Figure 1. Ports around the boundary.
(3 px per µm) Pins as bars across the die edge, other pins in grey.
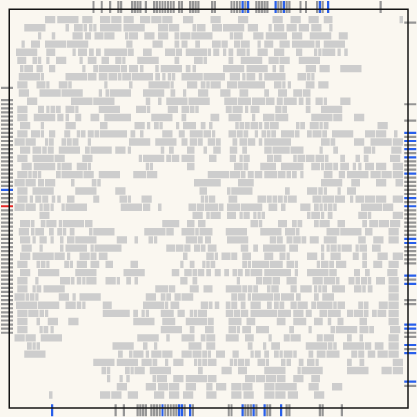
Figure 2. Metal layers overlaid.
(2 px per µm)
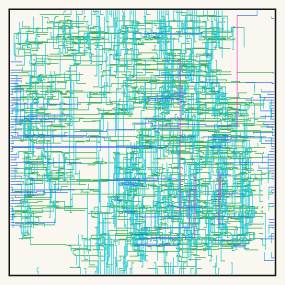
Figure 3. Placement density heat map.
(3 px per µm) 13 x 13 tiles, from black (low) to pale yellow (high), 0 to 100% covered.
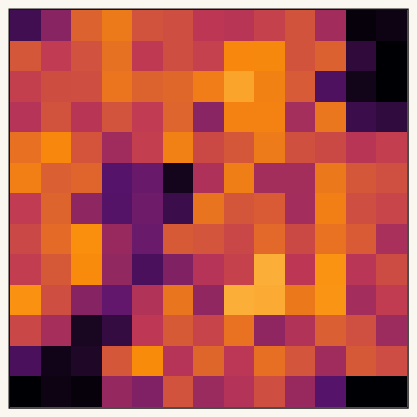
Design instruction_sequencer, sky130hd; sources not shown.
==> flow_summary.toml <==
# flow metrics
[logic_synthesis]
async_reset_ff_frac = 0
ff_type = "dfxtp_1"
area_leaders = "dfxtp_1 29%, nand2_1 7.0%, ha_1 5.9%"
xor_share = 0.0914
edf_count = 0
ys_warn_count = 0
ys_sh_adder = 0.0618
top_logic_kind = "simple AND/OR/NAND/NOR gates"
synthMuxAreaShare = 0.0151
ys_seq_frac = 0.286
netlist.area_leader.share = 0.286
synth_top_cell_by_area = "dfxtp_1"
ys_ff = 97
synthDistinctLibCells = 80
synth_area_um2 = 6800
compound_area_frac = 0.226
most_common_cell = "nand2_1"
yosys-top-cells-count = "127 x nand2_1, 97 x dfxtp_1, 79 x nor2_1"
synthCells = 873
simple_gate_share = 0.245
synth-cells-yosys = 873
syn_avg_cell_area_um2 = 7.79
ys_chip_area_um2 = 6800

[global_route]
grt_overflow = 0
grt_pass1_vias = 6329
grt_pass1_wl_mm = 33.2
antenna_found_initial = 0
grt_max_degree = 101

[min_path]
hold_path_depth = 2
hp-class = "flop to flop"

[die]
die_area_um2 = 17500
ios = 199
design.core.area_um2 = 16600
rows = 47

[clocking]
postCtsSetupRepairBufs = 0
clock-sinks = 97
cts-resized-gates = 0
cts-root-buf = "clkbuf_16"
cts_max_path_buffers = 2
clk-insertion-delay-late_ns = 0.35
htreeDepth = 3
cts.clk_slew.worst_paths_ns = 0.07
ctsHoldBuffers = 0
cts_tree = "built"
cts_buffers = 9

[worst_setup_path]
worst-path-max-fanout = 8
critical_path_required_ns = 5.11
r2r_cells = 11
crit_family = "simple AND/OR/NAND/NOR gates"
crit_cells = 8
crit_type = "flop to output port"
cp-start-kind = "flop"
r2r_slack_ns = 4.27
crit_chain = "ha_1 -> nand3_1 -> nor4_4 -> nand2_1 -> nor2_4 -> and3_1 -> xor2_1 -> clkdlybuf4s50_1"
critical_path.endpoint_type = "output port"
cpPeakStageDelay_ns = 0.51
slowest_stage = "clkdlybuf4s50_1"
crit_buf_inv = 1
crit_arrival_ns = 3.12

[final_timing]
rsz0062_at_grt = "no"
worstMarginPinSlew_ns = 1.14
fin_ws_ns = 1.99
maxSlewViolCount = 0
period_used_share = 0.727
fmax_ghz = 0.188
setup_viol = 0
slew_headroom = 0.235
tns_ns = 0
hold_viol = 0
fin_crit_ns = 5.31
fin_worst_skew_ns = 0.0100
hold-worst-slack_ns = 0.457

[route]
drt_iter0_drc = 343
post_drt_via_cell_ratio = 5.48
postRouteAntennaNets = 0
drc = 0
first_pass_iters = 4
wire_per_inst_um = 16.7

[place]
hpwl_mm = 14.8
placed_area_um2 = 8620
place_inst = 1216
dp_slack_ns = 2.37
gp_congestion = 0.879

[final_layout]
seq_area_um2 = 1940
num_antenna_cells = 0
final_nets = 1076
drive_above_1_share = 0.0543
final_cell_mix = "194 x clkdlybuf4s50_1, 127 x nand2_1, 97 x dfxtp_1, 79 x nor2_1, 75 x a21oi_1"
layout_top_cell = "clkdlybuf4s50_1"
fin_area_um2 = 8920
fill_cells = 1614
area.combinational_um2 = 4360
instances_no_fill = 1232
area_delta_synth_final_pct = 31.2

[pwr]
powerDensity_nw_per_um2 = 132
power_mw = 1.18
max-vdd-ir-drop_mv = 0.102
power.leakage_nw = 3.42

[job]
drv_cap = 0
warning_count = 28

[run_status]
status = "complete, no violations"
Notes on Figure 1 above:
[red] `imem_req` | pins: 1 | direction: output | edge: west
[blue] `imem_addr` | pins: 32 | direction: output | edge: 16 east, 9 south, 6 north, 1 west
all pins by edge: 59 west, 51 north, 50 east, 39 south
Die W: 132 µm
IO Port Bufs: 195
DIE HEIGHT: 132 µm

Notes on Figure 2 above:
[magenta] met4 | wire length: 218 µm
[blue] met3 | wire length: 1490 µm
[cyan] met2 | wire length: 9340 µm
[green] met1 | wire length: 9560 µm
Total Routing Usage GR: 0.241
final wirelength: 20.6 mm
Vias: 6747

Notes on Figure 3 above:
tiles over 75% full: 4.7%
fullest tile: 83%
nearly empty tiles: 4.1%
Finished Core Util: 0.538
Core Util at FP: 0.410

-- power by group --
group	total (mW)	internal, mW	switching (mW)
Clock	0.486	0.242	0.244
Combinational	0.139	0.0698	0.0687
Sequential	0.555	0.540	0.0150
Total	1.18	0.852	0.327
-- routing by layer --
metal,vias up,routed length (µm),global-route usage
met3,16,1490,0.0488
met5,-,0,-
met4,0,218,0.0754
met1,3168,9560,0.321
met2,222,9340,0.365
li1,3341,-,-
-- cell type report --
class	count	share of cell area
clock buffers	9	0.0252
well taps	220	0.0309
inverters	14	0.00589
flip-flops and latches	97	0.218
clock inverters	7	0.00813
repair buffers	201	0.224
multi-input cells	684	0.489
-- tightest hold or removal path, delay by kind of cell, from the launching register on --
family             cells  cell delay (ns)
AOI/OAI and AO/OA      1             0.05
DFF                    1             0.31
and+or+nand+nor        1             0.05
Power is estimated from default activity; no workload was simulated.
